File: src/rtl/melody_pkg.sv
// Shared note encoding, melody ROM size and sequencer state type.
// Imported by the JukeBox ROM and by the melody player.
package melody_pkg;

    typedef enum logic [3:0] {
        do_    = 4'h0,
        do_s   = 4'h1,
        re     = 4'h2,
        re_s   = 4'h3,
        mi     = 4'h4,
        fa     = 4'h5,
        fa_s   = 4'h6,
        sol    = 4'h7,
        sol_s  = 4'h8,
        la     = 4'h9,
        la_s   = 4'hA,
        si     = 4'hB,
        do_H   = 4'hC,
        do_s_H = 4'hD,
        re_H   = 4'hE,
        silence = 4'hF
    } musicNote;

    localparam int unsigned MAX_NOTES = 32;

    typedef enum logic [2:0] {
        StIdle,
        StFetch,
        StPlay,
        StGap,
        StDone
    } state_e;

endpackage

File: src/rtl/melody_player_beat_timer.sv
// Note duration timer: BEAT_CLKS prescaler feeding a beat down-counter loaded with the
// note length; flags the clock on which the final beat of the note completes.
module beat_timer #(
    parameter int unsigned BEAT_CLKS = 6_250_000
) (
    input  logic       clk,
    input  logic       reset,
    input  logic       load,
    input  logic [3:0] note_length,
    input  logic       tick,
    output logic       last_beat_done
);
    localparam int unsigned TickW = (BEAT_CLKS > 1) ? $clog2(BEAT_CLKS) : 1;

    logic [TickW-1:0] tick_cnt_q, tick_cnt_d;
    logic [3:0]       beat_cnt_q, beat_cnt_d;
    logic             wrap;

    assign wrap           = tick && (tick_cnt_q == TickW'(BEAT_CLKS - 1));
    assign last_beat_done = wrap && (beat_cnt_q == 4'd1);

    always_comb begin
        tick_cnt_d = tick_cnt_q;
        beat_cnt_d = beat_cnt_q;
        if (load) begin
            tick_cnt_d = '0;
            beat_cnt_d = note_length;
        end else if (wrap) begin
            tick_cnt_d = '0;
            beat_cnt_d = beat_cnt_q - 4'd1;
        end else if (tick) begin
            tick_cnt_d = tick_cnt_q + TickW'(1);
        end
    end

    always_ff @(posedge clk or posedge reset) begin
        if (reset) begin
            tick_cnt_q <= '0;
            beat_cnt_q <= '0;
        end else begin
            tick_cnt_q <= tick_cnt_d;
            beat_cnt_q <= beat_cnt_d;
        end
    end

endmodule

File: src/rtl/melody_player.sv
// Melody sequencer: walks the JukeBox ROM note by note, times each note in beats,
// inserts a silent articulation gap and reports completion with a one-cycle pulse.
module melody_player
    import melody_pkg::*;
#(
    parameter int unsigned BEAT_CLKS = 6_250_000,
    parameter int unsigned GAP_CLKS  = 1_000_000,
    parameter int unsigned SEL_W     = 4
) (
    input  logic             clk,
    input  logic             reset,
    input  logic             startMelody,
    input  logic             stopMelody,
    input  logic [SEL_W-1:0] melodySelectIn,
    input  logic [3:0]       tone,
    input  logic [3:0]       note_length,
    input  logic             silenceOutN,
    output logic [SEL_W-1:0] melodySelect,
    output logic [4:0]       noteIndex,
    output logic [3:0]       toneOut,
    output logic             enableSound,
    output logic             busy,
    output logic             melodyDone
);
    localparam int unsigned GapW    = (GAP_CLKS > 0) ? $clog2(GAP_CLKS + 1) : 1;
    localparam logic [4:0]  LastIdx = 5'(MAX_NOTES - 1);

    state_e           state_q, state_d, after_note;
    logic [SEL_W-1:0] sel_q, sel_d;
    logic [4:0]       idx_q, idx_d;
    logic [3:0]       tone_q, tone_d;
    logic [GapW-1:0]  gap_q, gap_d;
    logic             silent_q, silent_d;
    logic             en_q, en_d;
    logic             done_q, done_d;
    logic             restart, load, play_tick, last_beat_done, gap_last;

    assign restart   = startMelody && !stopMelody;
    assign load      = (state_q == StFetch) && (note_length != 4'd0);
    assign play_tick = (state_q == StPlay);
    assign gap_last  = (gap_q == GapW'(1));
    // Note 31 is the last ROM slot: finish instead of wrapping the address.
    assign after_note = (idx_q == LastIdx) ? StDone : StFetch;

    beat_timer #(
        .BEAT_CLKS(BEAT_CLKS)
    ) u_beat_timer (
        .clk           (clk),
        .reset         (reset),
        .load          (load),
        .note_length   (note_length),
        .tick          (play_tick),
        .last_beat_done(last_beat_done)
    );

    always_ff @(posedge clk or posedge reset) begin
        if (reset) begin
            state_q  <= StIdle;
            sel_q    <= '0;
            idx_q    <= '0;
            tone_q   <= '0;
            gap_q    <= '0;
            silent_q <= 1'b0;
            en_q     <= 1'b0;
            done_q   <= 1'b0;
        end else begin
            state_q  <= state_d;
            sel_q    <= sel_d;
            idx_q    <= idx_d;
            tone_q   <= tone_d;
            gap_q    <= gap_d;
            silent_q <= silent_d;
            en_q     <= en_d;
            done_q   <= done_d;
        end
    end

    always_comb begin
        state_d = state_q;
        unique case (state_q)
            StIdle:  state_d = StIdle;
            StFetch: state_d = (note_length == 4'd0) ? StDone : StPlay;
            StPlay: begin
                if (last_beat_done) state_d = (GAP_CLKS == 0) ? after_note : StGap;
            end
            StGap: begin
                if (gap_last) state_d = after_note;
            end
            StDone:  state_d = StIdle;
            default: state_d = StIdle;
        endcase
        if (restart) state_d = StFetch;
        if (stopMelody) state_d = StIdle;
    end

    always_comb begin
        sel_d    = sel_q;
        idx_d    = idx_q;
        tone_d   = tone_q;
        gap_d    = gap_q;
        silent_d = silent_q;
        if (stopMelody) begin
            idx_d = '0;
        end else if (restart) begin
            sel_d = melodySelectIn;
            idx_d = '0;
        end else begin
            unique case (state_q)
                StFetch: begin
                    if (note_length != 4'd0) begin
                        tone_d   = tone;
                        silent_d = !silenceOutN;
                    end
                end
                StPlay: begin
                    if (last_beat_done) begin
                        if (GAP_CLKS != 0) begin
                            gap_d = GapW'(GAP_CLKS);
                        end else if (idx_q != LastIdx) begin
                            idx_d = idx_q + 5'd1;
                        end
                    end
                end
                StGap: begin
                    if (!gap_last) begin
                        gap_d = gap_q - GapW'(1);
                    end else if (idx_q != LastIdx) begin
                        idx_d = idx_q + 5'd1;
                    end
                end
                StDone:  idx_d = '0;
                default: idx_d = idx_q;
            endcase
        end
        en_d   = (state_d == StPlay) && !silent_d;
        done_d = (state_d == StDone);
    end

    assign melodySelect = sel_q;
    assign noteIndex    = idx_q;
    assign toneOut      = tone_q;
    assign enableSound  = en_q;
    assign melodyDone   = done_q;
    assign busy         = (state_q != StIdle);

endmodule

File: config.mk
export PLATFORM = sky130hd
export DESIGN_NAME = melody_player
export DESIGN_NICKNAME = d
export VERILOG_FILES = /design/src/rtl/melody_pkg.sv /design/src/rtl/melody_player_beat_timer.sv /design/src/rtl/melody_player.sv
export SDC_FILE = /design/constraint.sdc
export NUM_CORES = 1
export LEC_CHECK = 0
export ABC_CLOCK_PERIOD_IN_PS = 6600
export CAP_MARGIN = 20
export CELL_PAD_IN_SITES_DETAIL_PLACEMENT = 1
export CELL_PAD_IN_SITES_GLOBAL_PLACEMENT = 2
export CORE_ASPECT_RATIO = 0.9
export CORE_UTILIZATION = 35
export CTS_BUF_LIST = sky130_fd_sc_hd__clkbuf_8
export DETAILED_ROUTE_END_ITERATION = 10
export GPL_ROUTABILITY_DRIVEN = 0
export HOLD_SLACK_MARGIN = 0.06
export PLACE_DENSITY = 0.76
export SYNTH_ARGS = -nofsm -noshare
export SYNTH_HDL_FRONTEND = slang
export SYNTH_HIERARCHICAL = 1
export SYNTH_SLANG_ARGS = --single-unit
File: constraint.sdc
create_clock -name clk -period 6.6 [get_ports clk]
set_input_delay 0.99 -clock clk [delete_from_list [all_inputs] [get_ports clk]]
set_output_delay 0.99 -clock clk [all_outputs]
set_load 0.005 [all_outputs]
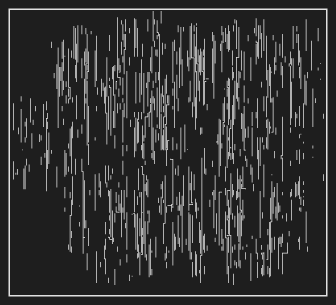
**Above:** run 1 (M2 wires).
longest straight run: 34.0 microns
share of all routed wire: 42%

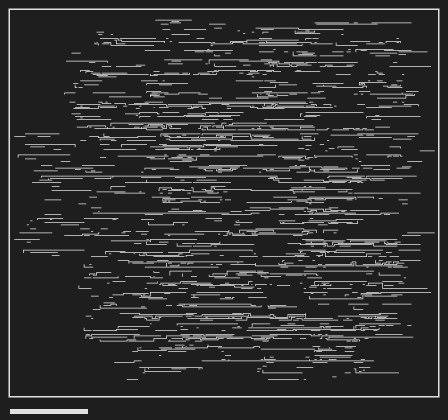
**Above:** run 1 (metal 1).
The bar under the picture is 20 microns long.
share of all routed wire: 52%
longest straight run: 60.7 microns
main direction: horizontal

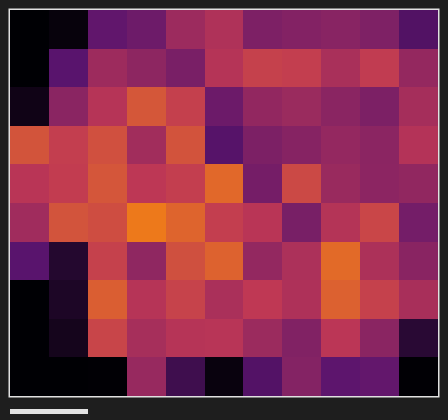
**Above:** run 1 (local utilization).
The bar under the picture is 20 microns long. The die is cut into 11 by 10 equal tiles; black is low, pale yellow is high, 0 to 100% covered.
emptiest ninth of the die: bottom left
nearly empty tiles: 8.2%
fullest tile: 69%
mean over tiles: 38%

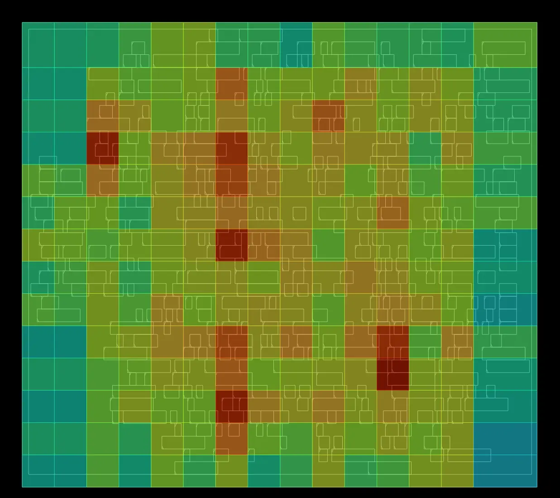
**Above:** run 1 (congestion heat map).
met1 Track Usage GR: 26.6%
met3 usage in global routing: 6.49%
most congested layer reported by global routing: met2

==> ci_impl_report.md, run 1 <==
### Metrics collected by this job

| Metric | Value |
|---|---|
| Setup repair after global routing missed its margin | no |
| Ratio of final minimum period to clock period | 48.9% |
| Area of all sequential standard cells | 1650 sq um |
| Clock Sink Count | 66 |
| Count of inverters other than clock inverters in the layout | 12 |
| Compound-cell area share of the yosys netlist | 12.7% |
| Outcome | completed |
| Fin cells | 547 |
| Fmax | 310 MHz |
| Source of the critical timing path | state_q[1] |
| Worst setup path endpoint | gap_q[19] |
| Part of the total power dissipated in combinational logic | 19.5% |
| Cell-by-cell listing of the critical path | nor3b_1, and4_1, nand3_1, nor3_1, o21a_1, and4_4, o211ai_2, o21ai_1, or3b_1 |
| Cell at the root of the clock tree | sky130_fd_sc_hd__clkbuf_8 |
| Maximum fanout encountered on the critical timing path | 13 |
| Total Negative Setup Slacks | 0 ns |
| Worst slew slack as a fraction of its limit | 39.1% |
| Dominant Register Cell | sky130_fd_sc_hd__dfrtp_1 |
| Worst hold margin | 0.507 ns |
| Cells on worst reg2reg path | 9 |
| Number of global-route vias before repair | 3064 |
| Final period demand of the worst path | 3.23 ns |
| Count of pins on the block boundary | 33 |
| Clock-net power | 333 uW |
| Number of nets at floorplan | 399 |
| Slowest cell on crit path | sky130_fd_sc_hd__dfrtp_1 |
| Detailed-route via count | 3045 |
| Initial core utilization | 36.0% |
| Post-route cell area | 4370 sq um |
| Netlist Area Pre-Place | 3690 sq um |
| WP data arrival | 3.47 ns |
| Width of the die | 110 microns |
| Setup repair bufs after CTS | 0 |
| Number of logic gates | 287 |
| Number of warnings the tools reported | 28 |
| Final Hold Violation Tally | 0 |
| Detailed-routing iteration count for the pre-antenna-repair pass | 4 |
| P&R area growth vs syn | 18.5% |
| Global-route wire length before repair | 15700 microns |
| Core Footprint | 10200 sq um |
| Buffers, non-clock | 37 |
| Most frequently used cell type in the post-synthesis netlist | sky130_fd_sc_hd__dfrtp_1 |
| Fraction of standard cell area that is sequential | 37.8% |
**Run 1: wire density map**

The bar under the picture is 20 microns long. The die is cut into 22 by 20 equal tiles; black is low, pale yellow is high, scaled to the fullest tile. Values are wire area over tile area, all layers added.
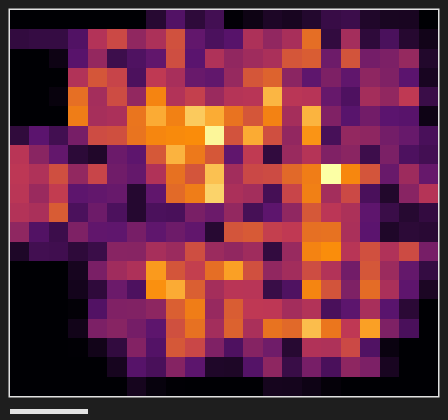

==> run 2: changes to the inputs <==
--- a/config.mk
+++ b/config.mk
@@ -5,7 +5,7 @@
 export SDC_FILE = /design/constraint.sdc
 export NUM_CORES = 1
 export LEC_CHECK = 0
-export ABC_CLOCK_PERIOD_IN_PS = 6600
+export ABC_CLOCK_PERIOD_IN_PS = 2600
 export CAP_MARGIN = 20
 export CELL_PAD_IN_SITES_DETAIL_PLACEMENT = 1
 export CELL_PAD_IN_SITES_GLOBAL_PLACEMENT = 2
@@ -15,7 +15,7 @@
 export DETAILED_ROUTE_END_ITERATION = 10
 export GPL_ROUTABILITY_DRIVEN = 0
 export HOLD_SLACK_MARGIN = 0.06
-export PLACE_DENSITY = 0.76
+export PLACE_DENSITY = 0.79
 export SYNTH_ARGS = -nofsm -noshare
 export SYNTH_HDL_FRONTEND = slang
 export SYNTH_HIERARCHICAL = 1
==> constraint.sdc (replaced) <==
create_clock -name clk -period 2.6 [get_ports clk]
set_input_delay 0.39 -clock clk [delete_from_list [all_inputs] [get_ports clk]]
set_output_delay 0.39 -clock clk [all_outputs]
set_load 0.005 [all_outputs]
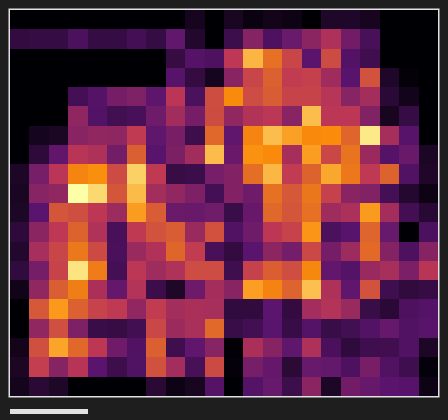
**Above:** run 2 (wire density map).
The bar under the picture is 20 microns long. The die is cut into 22 by 20 equal tiles; black is low, pale yellow is high, scaled to the fullest tile. Values are wire area over tile area, all layers added.
tiles over half the peak: 25%
nearly empty tiles: 14%
mean over tiles: 0.13
fullest tile: 0.40

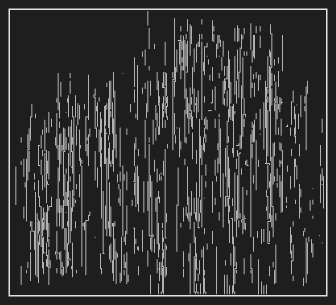
**Above:** run 2 (M2 wires).
nets with wire on the layer: 412
wire length on this layer: 4440 microns
share of all routed wire: 47%
longest straight run: 35.7 microns
main direction: vertical

==> run 2 against run 1 <==
  * Register-to-register slack lost 3.2 ns
  * Highest routed layer unchanged
  * Count of clock-buffer cells in the layout grew 2
  * Combinational power grew to 2.6 times the previous value
  * Sequential share of layout area shrank 1.9 points
  * Setup slack lost 3.2 ns
  * Via count grew 2.8%
  * Global-route usage grew 0.37 points
  * Synthesized area is the same
  * Synthesized cell count is the same
  * Largest power group unchanged
  * Flip-flop count is the same
==> ci_impl_report.md, run 2 <==
### Metrics collected by this job

| Metric | Value |
|---|---|
| Count of inverters other than clock inverters in the layout | 12 (unchanged) |
| Core Footprint | 10200 sq um (unchanged) |
| Number of logic gates | 287 (unchanged) |
| Dominant Register Cell | sky130_fd_sc_hd__dfrtp_1 |
| P&R area growth vs syn | 24.9% |
| Fmax | 413 MHz (+33%) |
| Cell-by-cell listing of the critical path | nor3b_2, and4_4, nand3_2, nor3_4, o21a_1, buf_4, nand3_1, o21bai_2, nor3_1, mux2i_1 |
| Ratio of final minimum period to clock period | 93.1% (+44 points) |
| Global-route wire length before repair | 16200 microns (+3.0%) |
| Cells on worst reg2reg path | 10 (+1) |
| Fraction of standard cell area that is sequential | 35.9% (-1.9 points) |
| Clock Sink Count | 66 (unchanged) |
| Met1 Track Usage GR | 25.4% (-1.2 points) |
| Slowest cell on crit path | sky130_fd_sc_hd__dfrtp_1 |
| Fin cells | 575 (+5.1%) |
| Worst slew slack as a fraction of its limit | 53.2% (+14 points) |
| Width of the die | 110 microns (unchanged) |
| Post-route cell area | 4610 sq um (+5.4%) |
| Final Hold Violation Tally | 0 (unchanged) |
| Outcome | completed |
| Area of all sequential standard cells | 1650 sq um (unchanged) |
| Part of the total power dissipated in combinational logic | 19.7% (+0.2 points) |
| Detailed-routing iteration count for the pre-antenna-repair pass | 4 (unchanged) |
| Met3 usage in global routing | 4.52% (-2.0 points) |
| Most congested layer reported by global routing | met2 |
| Cell at the root of the clock tree | sky130_fd_sc_hd__clkbuf_8 |
| Number of nets at floorplan | 399 (unchanged) |
| Total Negative Setup Slacks | 0 ns (unchanged) |
| Compound-cell area share of the yosys netlist | 12.7% (unchanged) |
| Maximum fanout encountered on the critical timing path | 6 (-7) |
| Detailed-route via count | 3129 (+2.8%) |
| Most frequently used cell type in the post-synthesis netlist | sky130_fd_sc_hd__dfrtp_1 |
**Run 2: local utilization**

The bar under the picture is 20 microns long. The die is cut into 11 by 10 equal tiles; black is low, pale yellow is high, 0 to 100% covered.
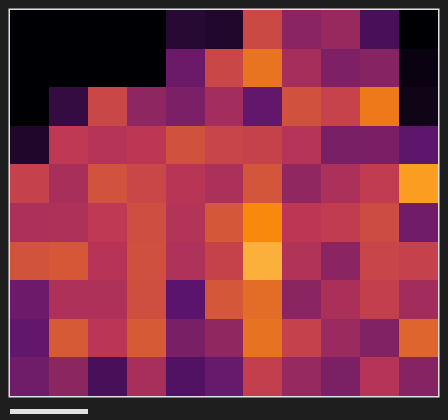

==> run 3: changes to the inputs <==
--- a/config.mk
+++ b/config.mk
@@ -14,6 +14,7 @@
 export CTS_BUF_LIST = sky130_fd_sc_hd__clkbuf_8
 export DETAILED_ROUTE_END_ITERATION = 10
 export GPL_ROUTABILITY_DRIVEN = 0
+export GPL_TIMING_DRIVEN = 0
 export HOLD_SLACK_MARGIN = 0.06
 export PLACE_DENSITY = 0.79
 export SYNTH_ARGS = -nofsm -noshare
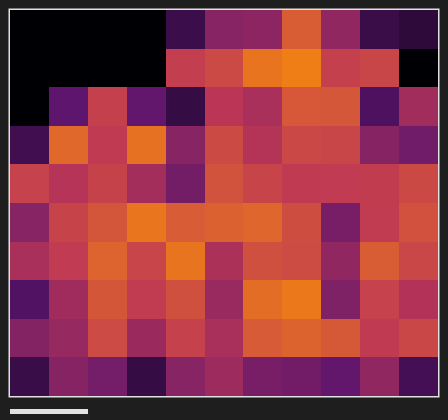
**Above:** run 3 (local utilization).
The bar under the picture is 20 microns long. The die is cut into 11 by 10 equal tiles; black is low, pale yellow is high, 0 to 100% covered.
mean over tiles: 42%
fullest tile: 71%
emptiest ninth of the die: top left
nearly empty tiles: 9.1%

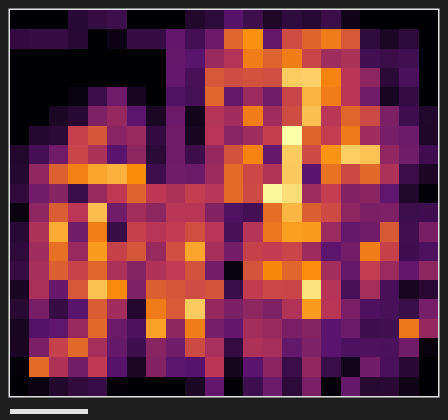
**Above:** run 3 (wire density map).
The bar under the picture is 20 microns long. The die is cut into 22 by 20 equal tiles; black is low, pale yellow is high, scaled to the fullest tile. Values are wire area over tile area, all layers added.
fullest tile: 0.40
mean over tiles: 0.14
nearly empty tiles: 11%

==> run 3 against run 2 <==
  * The run now ends with negative setup slack left
  * Synthesized area did not move
  * Clock skew up 0.013 ns
  * Non-clock buffer count shrank 2
  * Combinational power rose by 6.6%
  * Power increased by 10%
  * Synthesized cell count unchanged
  * Global-route usage increased by 0.27 points
  * Die area did not move
  * Cell count down 0.17%
  * Cell area grew 4.1%
  * Highest routed layer unchanged
==> ci_impl_report.md, run 3 <==
### Metrics collected by this job

| Metric | Value |
|---|---|
| Outcome | finished, violations left |
| Violated checks | negative setup slack |
| Total Negative Setup Slacks | -0.0420 ns (-0.0420 ns) |
| Final worst slack | -0.0306 ns |
| Number of nets at floorplan | 399 (unchanged) |
| Most congested layer reported by global routing | met2 |
| Final Hold Violation Tally | 0 (unchanged) |
| Most frequently used cell type in the post-synthesis netlist | sky130_fd_sc_hd__dfrtp_1 |
| Final tally of setup violations | 2 |
| Part of the total power dissipated in combinational logic | 19.1% (-0.6 points) |
| Detailed-routing iteration count for the pre-antenna-repair pass | 4 (unchanged) |
| Dominant Register Cell | sky130_fd_sc_hd__dfrtp_1 |
| Compound-cell area share of the yosys netlist | 12.7% (unchanged) |
| Met1 Track Usage GR | 24.8% (-0.58 points) |
| Cells on worst reg2reg path | 10 (unchanged) |
| Fin cells | 574 (-0.17%) |
| Slowest cell on crit path | sky130_fd_sc_hd__dfrtp_2 |
| Width of the die | 110 microns (unchanged) |
| Core Footprint | 10200 sq um (unchanged) |
| P&R area growth vs syn | 30.1% |
| Maximum fanout encountered on the critical timing path | 8 (+2) |
| Fraction of standard cell area that is sequential | 34.5% (-1.4 points) |
| Cell at the root of the clock tree | sky130_fd_sc_hd__clkbuf_8 |
Power figures rest on the tool's default switching activity, not on a simulated workload.
